## config.mk

```make
export PLATFORM = sky130hd
export DESIGN_NAME = pong_anim_graphics
export DESIGN_NICKNAME = d
export VERILOG_FILES = /design/src/rtl/pong_anim_graphics.sv
export SDC_FILE = /design/constraint.sdc
export NUM_CORES = 1
export LEC_CHECK = 0
export CORE_MARGIN = 2
export CORE_UTILIZATION = 60
export DETAILED_ROUTE_END_ITERATION = 16
export PLACE_DENSITY = 0.92
export RECOVER_POWER = 25
export SYNTH_ARGS = -nofsm -noshare
export SYNTH_HDL_FRONTEND = slang
export SYNTH_SLANG_ARGS = --single-unit
```

## constraint.sdc

```tcl
create_clock -name clk -period 7.4 [get_ports clk]
set_input_delay 1.48 -clock clk [delete_from_list [all_inputs] [get_ports clk]]
set_output_delay 1.48 -clock clk [all_outputs]
set_load 0.005 [all_outputs]
```

## src/rtl/pong_anim_graphics.sv

```systemverilog
// Animated pong renderer: per-frame ball/paddle motion, wall and paddle bounces,
// hit/miss counting with a timed serve, and one registered 12-bit colour per pixel.
module pong_anim_graphics #(
    parameter int          H_DISP       = 640,
    parameter int          V_DISP       = 480,
    parameter int          WALL_L       = 32,
    parameter int          WALL_R       = 35,
    parameter int          PAD_L        = 600,
    parameter int          PAD_R        = 603,
    parameter int          PAD_H        = 72,
    parameter int          PAD_V        = 4,
    parameter int          BALL_SIZE    = 8,
    parameter int          BALL_V       = 2,
    parameter int          SERVE_FRAMES = 60,
    parameter logic [11:0] WALL_RGB     = 12'h060,
    parameter logic [11:0] PAD_RGB      = 12'h060,
    parameter logic [11:0] BALL_RGB     = 12'hF0F,
    parameter logic [11:0] BG_RGB       = 12'h808
) (
    input  logic        clk,
    input  logic        reset_n,
    input  logic        video_on,
    input  logic [9:0]  pixel_x,
    input  logic [9:0]  pixel_y,
    input  logic        btn_up,
    input  logic        btn_down,
    output logic [11:0] graphics_rgb,
    output logic        hit,
    output logic        miss,
    output logic [7:0]  hit_cnt,
    output logic [7:0]  miss_cnt
);

    localparam int SC_W = (SERVE_FRAMES > 1) ? $clog2(SERVE_FRAMES) : 1;
    localparam logic [SC_W-1:0] SERVE_LAST = SC_W'(SERVE_FRAMES - 1);

    // Geometry widened to 11 bits so sums such as pad_y+PAD_H never wrap.
    localparam logic [10:0] W_L     = 11'(WALL_L);
    localparam logic [10:0] W_R     = 11'(WALL_R);
    localparam logic [10:0] P_L     = 11'(PAD_L);
    localparam logic [10:0] P_R     = 11'(PAD_R);
    localparam logic [10:0] P_H     = 11'(PAD_H);
    localparam logic [10:0] P_V     = 11'(PAD_V);
    localparam logic [10:0] B_S     = 11'(BALL_SIZE);
    localparam logic [10:0] B_V     = 11'(BALL_V);
    localparam logic [10:0] V_D     = 11'(V_DISP);
    localparam logic [10:0] PAD_MAX = 11'(V_DISP - PAD_H);
    localparam logic [9:0]  BALL_X0 = 10'(H_DISP / 2);
    localparam logic [9:0]  BALL_Y0 = 10'(V_DISP / 2);
    localparam logic [9:0]  PAD_Y0  = 10'((V_DISP - PAD_H) / 2);

    typedef enum logic {SERVE, PLAY} state_t;

    state_t          state, state_n;
    logic [SC_W-1:0] serve_cnt, serve_cnt_n;
    logic [9:0]      ball_x, ball_y, ball_x_n, ball_y_n;
    logic            dir_x, dir_y, dir_x_n, dir_y_n;
    logic [9:0]      pad_y, pad_y_n;
    logic            hit_n, miss_n;
    logic [7:0]      hit_cnt_n, miss_cnt_n;
    logic            frame_cond, frame_cond_d, tick;
    logic [11:0]     rgb_n;

    logic [10:0] bx, by, b_r, b_b, pad_top, pad_bot, px, py;

    assign bx      = {1'b0, ball_x};
    assign by      = {1'b0, ball_y};
    assign b_r     = bx + B_S - 11'd1;
    assign b_b     = by + B_S - 11'd1;
    assign pad_top = {1'b0, pad_y};
    assign pad_bot = pad_top + P_H - 11'd1;
    assign px      = {1'b0, pixel_x};
    assign py      = {1'b0, pixel_y};

    // Edge-detect the frame position so a slow pixel clock still yields one tick per frame.
    assign frame_cond = (py == V_D) && (px == 11'd0);
    assign tick       = frame_cond & ~frame_cond_d;

    always_comb begin
        pad_y_n = pad_y;
        if (btn_up && !btn_down)
            pad_y_n = (pad_top >= P_V) ? 10'(pad_top - P_V) : 10'd0;
        else if (btn_down && !btn_up)
            pad_y_n = (pad_top + P_V > PAD_MAX) ? 10'(PAD_MAX) : 10'(pad_top + P_V);
    end

    always_comb begin
        state_n     = state;
        serve_cnt_n = serve_cnt;
        ball_x_n    = ball_x;
        ball_y_n    = ball_y;
        dir_x_n     = dir_x;
        dir_y_n     = dir_y;
        hit_n       = 1'b0;
        miss_n      = 1'b0;
        hit_cnt_n   = hit_cnt;
        miss_cnt_n  = miss_cnt;
        case (state)
            SERVE: begin
                if (serve_cnt == SERVE_LAST) begin
                    serve_cnt_n = '0;
                    dir_x_n     = 1'b1;
                    dir_y_n     = 1'b1;
                    state_n     = PLAY;
                end else begin
                    serve_cnt_n = serve_cnt + SC_W'(1);
                end
            end
            PLAY: begin
                if (bx > P_R) begin
                    miss_n     = 1'b1;
                    miss_cnt_n = (miss_cnt == 8'hFF) ? miss_cnt : miss_cnt + 8'd1;
                    ball_x_n   = BALL_X0;
                    ball_y_n   = BALL_Y0;
                    state_n    = SERVE;
                end else begin
                    // Paddle has priority over the left wall if both ever match.
                    if (dir_x && b_r >= P_L && b_r <= P_R && b_b >= pad_top && by <= pad_bot) begin
                        dir_x_n   = 1'b0;
                        hit_n     = 1'b1;
                        hit_cnt_n = (hit_cnt == 8'hFF) ? hit_cnt : hit_cnt + 8'd1;
                    end else if (bx <= W_R + B_V) begin
                        dir_x_n = 1'b1;
                    end
                    if (by <= B_V)
                        dir_y_n = 1'b1;
                    else if (b_b >= V_D - 11'd1 - B_V)
                        dir_y_n = 1'b0;
                    ball_x_n = dir_x_n ? 10'(bx + B_V) : 10'(bx - B_V);
                    ball_y_n = dir_y_n ? 10'(by + B_V) : 10'(by - B_V);
                end
            end
            default: state_n = SERVE;
        endcase
    end

    always_comb begin
        rgb_n = BG_RGB;
        if (!video_on)
            rgb_n = 12'h000;
        else if (px >= W_L && px <= W_R)
            rgb_n = WALL_RGB;
        else if (px >= P_L && px <= P_R && py >= pad_top && py <= pad_bot)
            rgb_n = PAD_RGB;
        else if (px >= bx && px <= b_r && py >= by && py <= b_b)
            rgb_n = BALL_RGB;
    end

    always_ff @(posedge clk or negedge reset_n) begin
        if (!reset_n)
            state <= SERVE;
        else if (tick)
            state <= state_n;
    end

    always_ff @(posedge clk or negedge reset_n) begin
        if (!reset_n) begin
            serve_cnt    <= '0;
            ball_x       <= BALL_X0;
            ball_y       <= BALL_Y0;
            dir_x        <= 1'b1;
            dir_y        <= 1'b1;
            pad_y        <= PAD_Y0;
            hit          <= 1'b0;
            miss         <= 1'b0;
            hit_cnt      <= 8'd0;
            miss_cnt     <= 8'd0;
            graphics_rgb <= 12'h000;
            frame_cond_d <= 1'b0;
        end else begin
            frame_cond_d <= frame_cond;
            graphics_rgb <= rgb_n;
            hit          <= tick & hit_n;
            miss         <= tick & miss_n;
            if (tick) begin
                serve_cnt <= serve_cnt_n;
                ball_x    <= ball_x_n;
                ball_y    <= ball_y_n;
                dir_x     <= dir_x_n;
                dir_y     <= dir_y_n;
                pad_y     <= pad_y_n;
                hit_cnt   <= hit_cnt_n;
                miss_cnt  <= miss_cnt_n;
            end
        end
    end

endmodule

```

**Sequential cells colored by netlist name**

The bar under the picture is 20 um long. Other sequential cells in the stronger gray, the rest of the logic in the fainter gray.
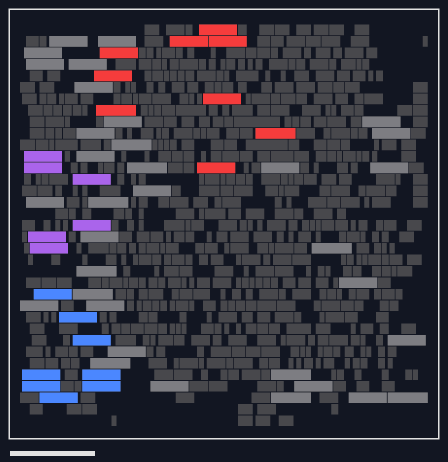
ball_x -> red  # placed flops 9, where top center
miss_cnt -> blue  # placed flops 8, where lower left
serve_cnt -> purple  # placed flops 6, where middle left

**Nets reached from selected ports**

The bar under the picture is 20 um long.
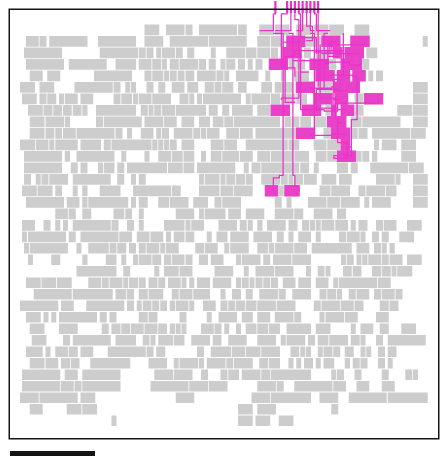
pixel_x -> magenta  # direction input, edge top, end cells 31, wire 501 um

**Signal wires by layer**

Only two layers are drawn.
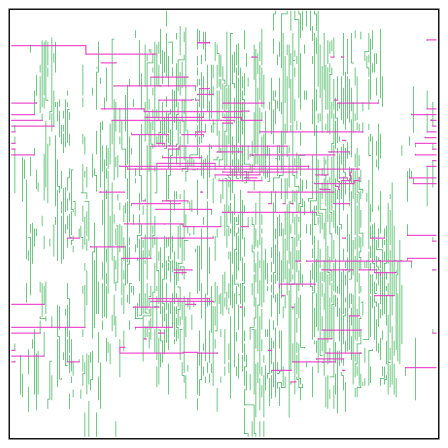
M2 -> green  # wire length 6920 um
M3 -> magenta  # wire length 968 um

==> qor.txt <==
outcome = complete, but fails checks
violated checks = max-capacitance violations, max-slew violations
cells in synth_stat.txt = 659
GR peak layer = met2
final critical-path setup slack = 1870 ps
post-synthesis register bit count = 57
worst hold path endpoint = serve_cnt[4]
maximum vdd drop = 0.0819 mV
CLK BUF = 10
cells along the critical path = inv_1 -> ha_1 -> and3b_1 -> and3_1 -> xnor2_1 -> ha_1 -> a211oi_1 -> nor2_1 -> or3_1 -> o211ai_1 -> nand2_1 -> ha_1 -> nor2b_1 -> o21ai_0 -> a21oi_1 -> o41ai_1 -> or3_1 -> o2111ai_1 -> o31ai_1 -> o31ai_1
number of flops mapped to enable cells by yosys = 0
Ports = 55
most common cell in the synthesized netlist = sky130_fd_sc_hd__ha_1
fp util = 61.7%
sequential cell count = 57
buffers inserted by post-CTS timing repair = 0
cell count after synthesis = 659
WL per Instance = 18.2 um
Setup crit start kind = register
area share of the largest cell type after synthesis = 19.8%
final critical delay including setup and external delays = 5530 ps
Max-Cap Viols = 1
cts bufs inserted = 9
critical path buffer and inverter count = 1
leakage power figure = 2.76 nW
drc violations = 0
worst slack at placement = 2050 ps
library cell appearing most often on the critical path = sky130_fd_sc_hd__ha_1
kind of critical path = register to register
number of hold buffers added after cts = 0
Pre-antenna DRT Iters = 5
PostCTS Resize Cnt = 0
area taken by multi-input logic gates = 3880 sq um
switching power share of the total = 27.0%
setup TNS = 0 ps
layout cell share with drive strength beyond 1 = 7.15%
Reg area = 1440 sq um
critical-path maximum fanout = 9
top cell type by total area after synthesis = sky130_fd_sc_hd__dfrtp_1
tool warnings = 40
combinational power = 0.0636 mW
internal power component = 0.498 mW
depth of the most critical reg-to-reg path = 20
share of synthesized registers carrying an async set or reset = 100%
Max Transition Viols Final = 58
Core Box Area = 9200 sq um
P_clk = 0.306 mW
post-DR vias/cell = 6.47
Num Clock Sinks = 57
multi-input combinational cell count = 525
worst setup slack for register-to-register paths = 1870 ps
Unique cell types = 80
Chip Footprint = 10300 sq um
setup repair after global routing missed its margin = false
most frequent logic cells in the routed design = sky130_fd_sc_hd__ha_1 (83), sky130_fd_sc_hd__clkdlybuf4s50_1 (51), sky130_fd_sc_hd__o21ai_0 (48)
worst min-delay path startpoint = serve_cnt[4]
Initial DRC Count = 305
**Routing congestion map**

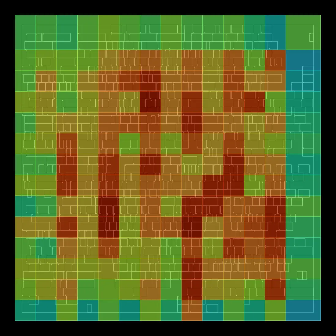
met3 Resource Use GR: 5.66%
GR Util met2: 47.8%
fraction of met1 tracks used by global routing: 39.5%
utilization after layout: 69.2%
GRT Util Overall: 29.8%

**M1 wires**

The bar under the picture is 20 um long. Supply wires on this layer in gray. Cells faint in the background.
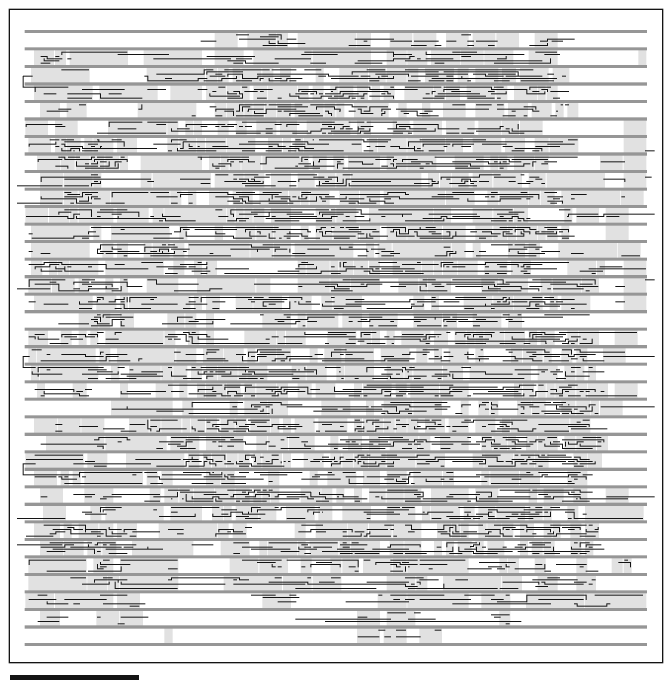
nets with wire on the layer = 734
share of all routed wire = 43%
main direction = horizontal
post-detailed-routing wire length: 14700 um
via count: 5237

## through the flow
stage          utilization [%]  std cells  hold WS, ps
6_report                  69.2        810          489
2_1_floorplan                -        660          457
3_5_place_dp              67.1        794          480
4_1_cts                   69.3        810          493
5_1_grt                   69.2        810          533
3_3_place_gp              67.1        794          477
## logic make-up after synthesis
group           synth area share [%]
buf+inv                         6.35
flops                           25.4
simple gates                    20.2
fa+ha+maj                       19.2
compound gates                  20.0
xor+xnor                        7.85
mux                            0.992
other cells                   0.0661
## layer usage
layer  vias up  share of wire, %  wire (um)
li1       2487                 -          -
met1      2505                43       6400
met3        38               6.6        968
met4         0               2.9        432
met5         -                 0          0
met2       207                47       6920
Power is estimated from default activity; no workload was simulated.
